==> src/rtl/vga_timing_pkg.sv <==
// Shared constants and helpers for the VGA timing generator.
// The defaults describe 640x480 @ 60 Hz from a 100 MHz board clock.
package vga_timing_pkg;

  localparam int unsigned CNT_W = 16;

  localparam int unsigned DEF_CLK_DIV     = 4;
  localparam int unsigned DEF_H_TOTAL     = 800;
  localparam int unsigned DEF_H_SYNC      = 96;
  localparam int unsigned DEF_H_VIS_START = 144;
  localparam int unsigned DEF_H_VIS_END   = 784;
  localparam int unsigned DEF_V_TOTAL     = 525;
  localparam int unsigned DEF_V_SYNC      = 2;
  localparam int unsigned DEF_V_VIS_START = 35;
  localparam int unsigned DEF_V_VIS_END   = 515;

  // Half-open window test: lo <= x < hi, unsigned.
  function automatic logic in_window(input logic [CNT_W-1:0] x,
                                     input logic [CNT_W-1:0] lo,
                                     input logic [CNT_W-1:0] hi);
    return (x >= lo) && (x < hi);
  endfunction

endpackage

==> src/rtl/vga_timing_gen_if.sv <==
// Timing bundle broadcast from the generator to the pixel-colour stages.
// Pure broadcast: no valid/ready, consumers sample every clk and qualify
// counter movement with pixel_tick; there is no backpressure.
interface vga_timing_gen_if;
  import vga_timing_pkg::*;

  logic             pixel_tick;
  logic [CNT_W-1:0] H_Counter_Value;
  logic [CNT_W-1:0] V_Counter_Value;
  logic             Hsync;
  logic             Vsync;
  logic             video_on;
  logic             frame_start;
  logic [7:0]       frame_count;

  modport master (
    output pixel_tick, H_Counter_Value, V_Counter_Value,
    output Hsync, Vsync, video_on, frame_start, frame_count
  );

  modport slave (
    input pixel_tick, H_Counter_Value, V_Counter_Value,
    input Hsync, Vsync, video_on, frame_start, frame_count
  );
endinterface

==> src/rtl/vga_timing_gen_clk_enable_div.sv <==
// Pixel clock-enable: one-clk strobe every CLK_DIV board clocks.
// The strobe is registered and lands in the clk where div has just wrapped to 0.
module clk_enable_div #(
  parameter int unsigned CLK_DIV = 4
) (
  input  logic clk,
  input  logic rst_n,
  output logic pixel_tick
);

  localparam int unsigned DIV_W = (CLK_DIV > 1) ? $clog2(CLK_DIV) : 1;
  localparam logic [DIV_W-1:0] DIV_LAST = DIV_W'(CLK_DIV - 1);

  logic [DIV_W-1:0] div;

  // Free-running divider and its registered wrap strobe.
  always_ff @(posedge clk or negedge rst_n) begin
    if (!rst_n) begin
      div        <= '0;
      pixel_tick <= 1'b0;
    end else begin
      if (div == DIV_LAST) div <= '0;
      else                 div <= div + DIV_W'(1);
      pixel_tick <= (div == DIV_LAST);
    end
  end

endmodule

==> src/rtl/vga_timing_gen.sv <==
// VGA timing generator: H/V pixel counters, sync/visible decodes and
// per-frame strobes. Decodes are taken from the next-state counters so
// every output changes on the same edge as the counters it describes.
module vga_timing_gen
  import vga_timing_pkg::*;
#(
  parameter int unsigned CLK_DIV     = DEF_CLK_DIV,
  parameter int unsigned H_TOTAL     = DEF_H_TOTAL,
  parameter int unsigned H_SYNC      = DEF_H_SYNC,
  parameter int unsigned H_VIS_START = DEF_H_VIS_START,
  parameter int unsigned H_VIS_END   = DEF_H_VIS_END,
  parameter int unsigned V_TOTAL     = DEF_V_TOTAL,
  parameter int unsigned V_SYNC      = DEF_V_SYNC,
  parameter int unsigned V_VIS_START = DEF_V_VIS_START,
  parameter int unsigned V_VIS_END   = DEF_V_VIS_END
) (
  input  logic             clk,
  input  logic             rst_n,
  vga_timing_gen_if.master vif
);

  localparam logic [CNT_W-1:0] H_LAST = CNT_W'(H_TOTAL - 1);
  localparam logic [CNT_W-1:0] V_LAST = CNT_W'(V_TOTAL - 1);

  logic             pixel_tick;
  logic [CNT_W-1:0] h_q, v_q, h_nxt, v_nxt;
  logic             frame_wrap;
  logic             hsync_q, vsync_q, video_on_q, frame_start_q;
  logic [7:0]       frame_count_q;

  clk_enable_div #(.CLK_DIV(CLK_DIV)) u_div (
    .clk        (clk),
    .rst_n      (rst_n),
    .pixel_tick (pixel_tick)
  );

  // Next-state counters: advance on the pixel strobe, H wrap carries into V.
  always_comb begin
    h_nxt      = h_q;
    v_nxt      = v_q;
    frame_wrap = 1'b0;
    if (pixel_tick) begin
      if (h_q == H_LAST) begin
        h_nxt = '0;
        if (v_q == V_LAST) begin
          v_nxt      = '0;
          frame_wrap = 1'b1;
        end else begin
          v_nxt = v_q + CNT_W'(1);
        end
      end else begin
        h_nxt = h_q + CNT_W'(1);
      end
    end
  end

  // Counter state plus decodes registered from the next-state values.
  always_ff @(posedge clk or negedge rst_n) begin
    if (!rst_n) begin
      h_q           <= '0;
      v_q           <= '0;
      hsync_q       <= 1'b0;
      vsync_q       <= 1'b0;
      video_on_q    <= 1'b0;
      frame_start_q <= 1'b0;
      frame_count_q <= '0;
    end else begin
      h_q           <= h_nxt;
      v_q           <= v_nxt;
      hsync_q       <= (h_nxt >= CNT_W'(H_SYNC));
      vsync_q       <= (v_nxt >= CNT_W'(V_SYNC));
      video_on_q    <= in_window(h_nxt, CNT_W'(H_VIS_START), CNT_W'(H_VIS_END)) &&
                       in_window(v_nxt, CNT_W'(V_VIS_START), CNT_W'(V_VIS_END));
      frame_start_q <= frame_wrap;
      if (frame_wrap) frame_count_q <= frame_count_q + 8'd1;
    end
  end

  assign vif.pixel_tick      = pixel_tick;
  assign vif.H_Counter_Value = h_q;
  assign vif.V_Counter_Value = v_q;
  assign vif.Hsync           = hsync_q;
  assign vif.Vsync           = vsync_q;
  assign vif.video_on        = video_on_q;
  assign vif.frame_start     = frame_start_q;
  assign vif.frame_count     = frame_count_q;

endmodule

==> src/flat_wrapper.sv <==
// flat-port wrapper written by rule: the top's interface ports become plain ports
module vga_timing_gen_flat import vga_timing_pkg::*;
#(
  parameter int unsigned CLK_DIV     = DEF_CLK_DIV,
  parameter int unsigned H_TOTAL     = DEF_H_TOTAL,
  parameter int unsigned H_SYNC      = DEF_H_SYNC,
  parameter int unsigned H_VIS_START = DEF_H_VIS_START,
  parameter int unsigned H_VIS_END   = DEF_H_VIS_END,
  parameter int unsigned V_TOTAL     = DEF_V_TOTAL,
  parameter int unsigned V_SYNC      = DEF_V_SYNC,
  parameter int unsigned V_VIS_START = DEF_V_VIS_START,
  parameter int unsigned V_VIS_END   = DEF_V_VIS_END
)
  (clk, rst_n, vif_pixel_tick, vif_H_Counter_Value, vif_V_Counter_Value, vif_Hsync, vif_Vsync, vif_video_on, vif_frame_start, vif_frame_count);
  vga_timing_gen_if vif_i ();
  input  logic clk;
  input  logic rst_n;
  output wire logic [$bits(vif_i.pixel_tick)-1:0] vif_pixel_tick;
  output wire logic [$bits(vif_i.H_Counter_Value)-1:0] vif_H_Counter_Value;
  output wire logic [$bits(vif_i.V_Counter_Value)-1:0] vif_V_Counter_Value;
  output wire logic [$bits(vif_i.Hsync)-1:0] vif_Hsync;
  output wire logic [$bits(vif_i.Vsync)-1:0] vif_Vsync;
  output wire logic [$bits(vif_i.video_on)-1:0] vif_video_on;
  output wire logic [$bits(vif_i.frame_start)-1:0] vif_frame_start;
  output wire logic [$bits(vif_i.frame_count)-1:0] vif_frame_count;
  assign vif_pixel_tick = vif_i.pixel_tick;
  assign vif_H_Counter_Value = vif_i.H_Counter_Value;
  assign vif_V_Counter_Value = vif_i.V_Counter_Value;
  assign vif_Hsync = vif_i.Hsync;
  assign vif_Vsync = vif_i.Vsync;
  assign vif_video_on = vif_i.video_on;
  assign vif_frame_start = vif_i.frame_start;
  assign vif_frame_count = vif_i.frame_count;
  vga_timing_gen #(.CLK_DIV(CLK_DIV), .H_TOTAL(H_TOTAL), .H_SYNC(H_SYNC), .H_VIS_START(H_VIS_START), .H_VIS_END(H_VIS_END), .V_TOTAL(V_TOTAL), .V_SYNC(V_SYNC), .V_VIS_START(V_VIS_START), .V_VIS_END(V_VIS_END)) u_core (.clk(clk), .rst_n(rst_n), .vif(vif_i));
endmodule
==> config.mk <==
export PLATFORM = sky130hd
export DESIGN_NAME = vga_timing_gen_flat
export DESIGN_NICKNAME = d
export VERILOG_FILES = /design/src/rtl/vga_timing_pkg.sv /design/src/rtl/vga_timing_gen_if.sv /design/src/rtl/vga_timing_gen_clk_enable_div.sv /design/src/rtl/vga_timing_gen.sv /design/src/flat_wrapper.sv
export SDC_FILE = /design/constraint.sdc
export NUM_CORES = 1
export LEC_CHECK = 0
export CORE_ASPECT_RATIO = 2
export CORE_MARGIN = 4
export CORE_UTILIZATION = 59
export CTS_BUF_LIST = sky130_fd_sc_hd__clkbuf_8
export DETAILED_ROUTE_END_ITERATION = 12
export GPL_TIMING_DRIVEN = 0
export PLACE_DENSITY_LB_ADDON = 0.15
export SYNTH_ARGS = -nofsm -noshare
export SYNTH_HDL_FRONTEND = slang
export SYNTH_SLANG_ARGS = --single-unit
==> constraint.sdc <==
create_clock -name clk -period 7.1 [get_ports clk]
set_clock_uncertainty 0.15 [all_clocks]
set_input_delay 2.13 -clock clk [delete_from_list [all_inputs] [get_ports clk]]
set_output_delay 2.13 -clock clk [all_outputs]
set_load 0.02 [all_outputs]
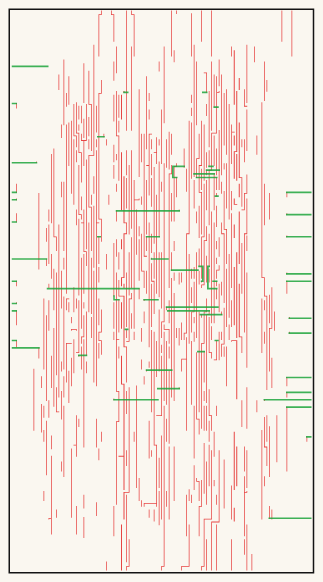
Run 1: wiring by layer
Only two layers are drawn.
[red] met2 | wire length: 3480 µm
[green] met3 | wire length: 199 µm

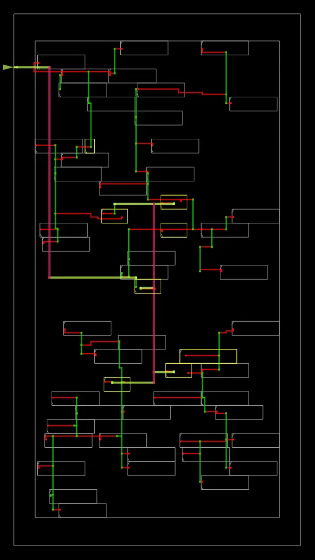
Run 1: the clock network
flop count: 47
clk_lat worst skew: 300 ps
CLK BUF: 6
CTS buffer count: 5

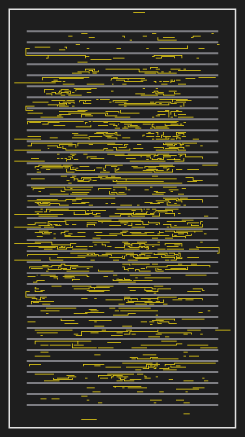
Run 1: the metal 1 layer
Supply wires on this layer in grey.
share of all routed wire: 37%
main direction: horizontal
longest straight run: 21.2 µm
wire length on this layer: 2320 µm
nets with wire on the layer: 293

==> results.json, run 1 <==
{
  "drv_slew": 0,
  "fp_util": 0.610,
  "crit_cells": 1,
  "yosys_area_mm2": 0.00267,
  "post-route-min-period_ps": 3780,
  "design_area_mm2": 0.00333,
  "dr.max_layer_used": "met4",
  "power.net_switching_uw": 94.7,
  "grt_usage": 0.238,
  "cts_root_buf": "clkbuf_8",
  "p_leak_uw": 0.00147,
  "ioPinCount": 47,
  "cp-end-kind": "primary output",
  "place_ws_ps": 3670,
  "core_area_mm2": 0.00438,
  "tns_ps": 0,
  "clockPowerShare": 0.426,
  "vdd_drop_max_v": 0.000143,
  "warning_count": 27,
  "whs_ps": 281,
  "crit_path_end": "vif_V_Counter_Value[8]",
  "chipHeight_um": 103,
  "post-route-period-util": 0.532,
  "whs_path_depth": 1,
  "status": "finished clean",
  "dieWidth_um": 55.6,
  "first_pass_iters": 4,
  "p_int_uw": 383,
  "ys_types": 59,
  "max_stage_delay_ps": 670,
  "clock_path_buffers": 2,
  "critPathArrivalTime_ps": 1500,
  "worstReg2RegEnd": "u_core.vif.video_on",
  "p_seq_frac": 0.560,
  "synth-async-reset-ratio": 1.00,
  "yosys_warnings": 0,
  "via_count": 2255,
  "layout-drive-gt1-share": 0.136,
  "min_from": "u_core.u_div.div[0]",
  "cts_setup_buffers": 0,
  "syn-mean-instance-area_um2": 10.2,
  "syn_to_final_growth_pct": 24.7,
  "routed_via_density": 6.08,
  "layout_top_cells": "47 x dfrtp_1, 45 x clkdlybuf4s50_1, 24 x nand2_1",
  "clock_sinks": 47,
  "maxCapViolCount": 0,
  "grt_pass1_vias": 2404,
  "switching_share": 0.198,
  "crit_family": "buffers and inverters",
  "antenna_found_initial": 0,
  "remaining_drc_errors": 0,
  "grt_start_max_net_pins": 37,
  "startpoint": "u_core.vif.V_Counter_Value[8]",
  "ys_cells": 262,
  "gp_congestion": 0.884,
  "grt_pass1_wl_mm": 11.0,
  "crit_type": "reg2out",
  "n_antenna_cell": 0,
  "htree_levels": 2,
  "wl_per_cell_um": 16.9,
  "max_freq_mhz": 265,
  "path_max_fanout": 8,
  "wl_mm": 6.26,
  "clk_pin_slew_ps": 100,
  "cp.buffers_inverters": 1,
  "postPlaceCellArea_mm2": 0.00322,
  "power.density_mw_per_mm2": 143,
  "synth_seq_share": 0.440,
  "wl_met1_mm": 2.32,
  "cp-start-kind": "flop",
  "min_to": "u_core.u_div.div[0]",
  "cts_resized": 0,
  "synth_flop_count": 47,
  "final_antenna_net_count": 0,
  "tightest_slew_ps": 469,
  "cts_hold_buf": 0,
  "io_buffer_count": 46,
  "synth-edff-count": 0,
  "r2r_slack_ps": 4230,
  "crit_path_top_delay_cell": "clkdlybuf4s50_1",
  "rsz0062_at_grt": "false",
  "place_hpwl_mm": 4.69,
  "finalSetupViolCount": 0,
  "grt-ovfl-total": 0,
  "num_rows": 34,
  "fin_nets": 323,
  "slew_headroom": 0.683,
  "cts_tree": "done",
  "dr_wl_met2_mm": 3.47,
  "ff2ff_path_depth": 10,
  "drt_iter0_drc": 44,
  "dieArea_mm2": 0.00574,
  "reg2reg_from": "u_core.vif.H_Counter_Value[0]",
  "utilization": 0.761,
  "syn_nets": 269,
  "lay_top_count": "dfrtp_1"
}
[run 1: cell families (layout without fill, tap and decap cells)]
logic type,Yosys count,count (layout),synth area share
compound gates,27,27,0.0749
mux,5,5,0.0211
simple gates,122,122,0.283
flops,47,47,0.440
fa+ha+maj,5,5,0.0234
buf+inv,24,79,0.0496
xor+xnor,32,32,0.108
[run 1: cell type report]
| type | count | area [µm²] |
|---|---|---|
| clock buffer | 6 | 82.6 |
| timing repair buffer | 47 | 475 |
| multi-input combinational | 191 | 1360 |
| tap | 54 | 67.6 |
| fill | 330 | 1050 |
| sequential | 47 | 1180 |
| inverter | 9 | 33.8 |
| clock inverter | 2 | 35.0 |
| buffer | 15 | 98.8 |
[run 1: synthesized netlist by cell type (3+ instances only)]
library cell,instances,share of area
a21oi_1,3,0.0056
and3_1,8,0.019
and4_1,4,0.013
buf_2,6,0.011
buf_4,3,0.0084
buf_6,3,0.013
dfrtp_1,47,0.44
ha_1,5,0.023
inv_1,9,0.013
nand2_1,24,0.034
nand3_1,13,0.024
nand4_1,16,0.037
nor2_1,9,0.013
nor2b_1,3,0.0070
nor3_1,12,0.022
nor3_2,4,0.015
nor4b_1,5,0.016
o21ai_0,6,0.011
o31ai_1,4,0.011
xnor2_1,20,0.066
xor2_1,11,0.036
[run 1: routing by layer]
metal  vias up  global-route usage
met3        22              0.0335
met5         -                   0
li1       1047                   -
met2        67               0.441
met1      1119               0.251
met4         0               0.150
[run 1: power by group through the flow]
stage	registers [µW]	logic [µW]	clock network, µW
global route	267	7.86	220
finish	267	6.52	203
global placement	273	5.76	0
detailed placement	273	6.98	0
floorplan	273	0.000600	0
CTS	267	6.97	205
[run 1: stage by stage]
stage	total power (µW)	instances
finish	477	371
global route	495	371
CTS	479	371
detailed placement	280	363
global placement	279	362
floorplan	273	262
==> run 2: changes to the inputs <==
CORE_UTILIZATION = 55   (was 59)
clock period = 3.7 ns   (was 7.1 ns; I/O delays follow)
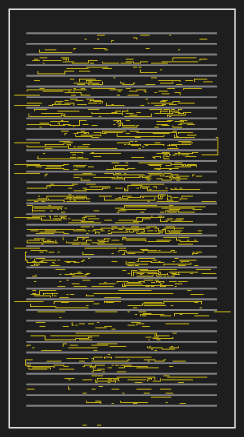
Run 2: the metal 1 layer
Supply wires on this layer in grey.
share of all routed wire: 36%
longest straight run: 20.7 µm
nets with wire on the layer: 290
main direction: horizontal
Routed WL: 6.34 mm
Vias: 2218
GR Layer Usage met1: 0.232

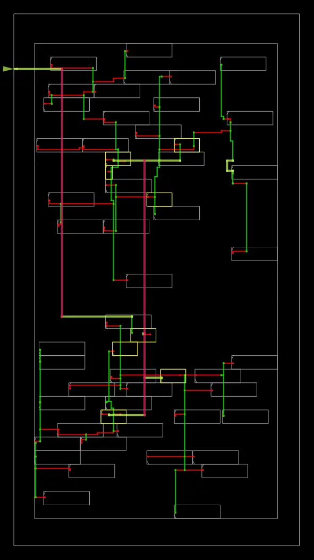
Run 2: the clock network
CTS Sinks: 47
clk pwr: 340 µW
CLK BUF: 7

==> results.json, run 2 <==
{
  "core_area_mm2": 0.00464,
  "power.density_mw_per_mm2": 261,
  "clk_pin_slew_ps": 90,
  "critPathArrivalTime_ps": 2920,
  "ys_top_cells_by_count": "47 x dfrtp_1, 24 x nand2_1, 20 x xnor2_1, 16 x nand4_1, 13 x nand3_1",
  "cts_made_buffers": 5,
  "cp.required_ps": 3760,
  "p_total_uw": 866,
  "cp-end-kind": "flop",
  "area_leaders": "dfrtp_1 44%, xnor2_1 6.6%, nand4_1 3.7%, xor2_1 3.6%, nand2_1 3.4%",
  "htree_levels": 2,
  "yosys_area_mm2": 0.00267,
  "max_freq_mhz": 349,
  "stdcell_count": 372,
  "p_int_uw": 684,
  "dieWidth_um": 57.3,
  "grt_usage": 0.226,
  "gp_congestion": 0.861,
  "top_area_frac": 0.440,
  "routed_via_density": 5.96,
  "grt-ovfl-total": 0,
  "syn_inst": 262,
  "hold_path_class": "reg2reg",
  "fill_cells": 374,
  "dieArea_mm2": 0.00611,
  "top_area_cell": "dfrtp_1",
  "seq_area_mm2": 0.00118,
  "cts_setup_buffers": 0,
  "grt_start_max_net_pins": 28,
  "layout-drive-gt1-share": 0.132,
  "power.group.top": "sequential cells",
  "rsz0062_at_grt": "false",
  "synth.mux.area_fraction": 0.0211,
  "top_logic_kind": "simple AND/OR/NAND/NOR gates",
  "maxCapViolCount": 0,
  "synth-async-reset-ratio": 1.00,
  "remaining_drc_errors": 0,
  "cts_hold_buf": 0,
  "syn_nets": 269,
  "place_hpwl_mm": 4.84,
  "whs_ps": 283,
  "n_antenna_cell": 0,
  "fin_nets": 323,
  "wl_met3_um": 214,
  "finalSetupViolCount": 0,
  "cts_resized": 0,
  "slew_headroom": 0.654,
  "synth-xor-area-share": 0.108,
  "chipHeight_um": 107,
  "clockPowerShare": 0.393,
  "lay_top_count": "dfrtp_1",
  "tns_ps": 0,
  "synth-edff-count": 0,
  "use_met2": 0.421,
  "clock_path_buffers": 2,
  "status": "finished clean",
  "top_usage_layer": "met2",
  "cts_root_buf": "clkbuf_8",
  "vdd_drop_max_v": 0.000335,
  "power.net_switching_uw": 182,
  "grt_pass1_wl_mm": 10.8,
  "final_antenna_net_count": 0,
  "tightest_slew_ps": 512,
  "cp-start-kind": "flop",
  "ys_types": 59,
  "dr.max_layer_used": "met4",
  "crit_type": "reg2reg",
  "clk_latency_ps": 300,
  "drt_iter0_drc": 55,
  "syn-cell-area_mm2": 0.00267,
  "synth_seq_share": 0.440,
  "hold_viol": 0,
  "post-route-period-util": 0.774,
  "num_rows": 35,
  "grtUsageMet3": 0.0289,
  "switching_share": 0.210,
  "warning_count": 27,
  "path_max_fanout": 10,
  "p_leak_uw": 0.00147,
  "fp_util": 0.576,
  "antenna_found_initial": 0,
  "logic_area_mm2": 0.00136,
  "yosys.area_share.simple": 0.283,
  "synth_flop_count": 47,
  "most_common_cell": "dfrtp_1",
  "wl_met1_mm": 2.26,
  "layout_top_cells": "47 x dfrtp_1, 45 x clkdlybuf4s50_1, 24 x nand2_1",
  "ioPinCount": 47,
  "dr_wl_met2_mm": 3.63,
  "pg_seq_uw": 513,
  "p_seq_frac": 0.593,
  "pg_comb_uw": 12.5,
  "syn_to_final_growth_pct": 24.1,
  "first_pass_iters": 4,
  "io_buffer_count": 46,
  "power_frac_comb": 0.014,
  "placed_cells": 364,
  "drv_slew": 0,
  "dominantRegCellSynth": "dfrtp_1",
  "adder_share": 0.0234,
  "yosys_warnings": 0,
  "ys_sh_aoi": 0.0749,
  "post-route-min-period_ps": 2860,
  "cts_tree": "done",
  "ys_cells": 262,
  "wl_per_cell_um": 17.0,
  "syn-mean-instance-area_um2": 10.2,
  "grt_pass1_vias": 2333
}
run 2: cell counts after synthesis:
Identical to the previous run, type by type.
run 2: cell families (layout without fill, tap and decap cells):
group                    Yosys count  after routing
AND-OR/OR-AND                     27             27
flip-flops                        47             47
multiplexers                       5              5
XOR/XNOR                          32             32
adder cells (fa/ha/maj)            5              5
AND/OR/NAND/NOR                  122            122
buffers and inverters             24             79
run 2: final timing paths:
path / from / endpoint / slack, ps / cells past startpoint
max reg2reg: u_core.vif.H_Counter_Value[1] / u_core.vif.video_on / 840 / 10
min: u_core.u_div.div[0] / u_core.u_div.div[0] / 280 / 1
min reg2reg: u_core.u_div.div[0] / u_core.u_div.div[0] / 280 / 1
max in group asynchronous: rst_n / u_core.vif.V_Counter_Value[8] / 2290 / 2
max: u_core.vif.H_Counter_Value[1] / u_core.vif.video_on / 840 / 10
min in group asynchronous: rst_n / u_core.vif.V_Counter_Value[1] / 610 / 1
run 2: per-stage QoR:
| stage | area (µm²) | setup WS [ps] | utilization |
|---|---|---|---|
| after floorplan | 2670 | 1040 | - |
| after global routing | 3320 | 541 | 0.715 |
| after detailed placement | 3220 | 849 | 0.693 |
| after CTS | 3320 | 830 | 0.715 |
| final | 3320 | 836 | 0.715 |
| after global placement | 3200 | 33.8 | 0.690 |
run 2: area by class of cell:
class / count / area share
Buffer: 15 / 0.0298
Clock buffer: 7 / 0.0290
Clock inverter: 1 / 0.00113
Inverter: 9 / 0.0102
Multi-Input combinational cell: 191 / 0.411
Sequential cell: 47 / 0.355
Tap cell: 55 / 0.0207
Timing Repair Buffer: 47 / 0.143
run 2: critical path, stage by stage, from the launching register on:
cell	delay (ps)
dfrtp_1	410
ha_1	230
nor4b_2	260
nand4_1	210
buf_6	200
or2_4	270
nor2_2	120
xnor2_2	150
inv_1	110
a2111o_1	430
a311oi_2	220
Power is estimated from default activity; no workload was simulated.
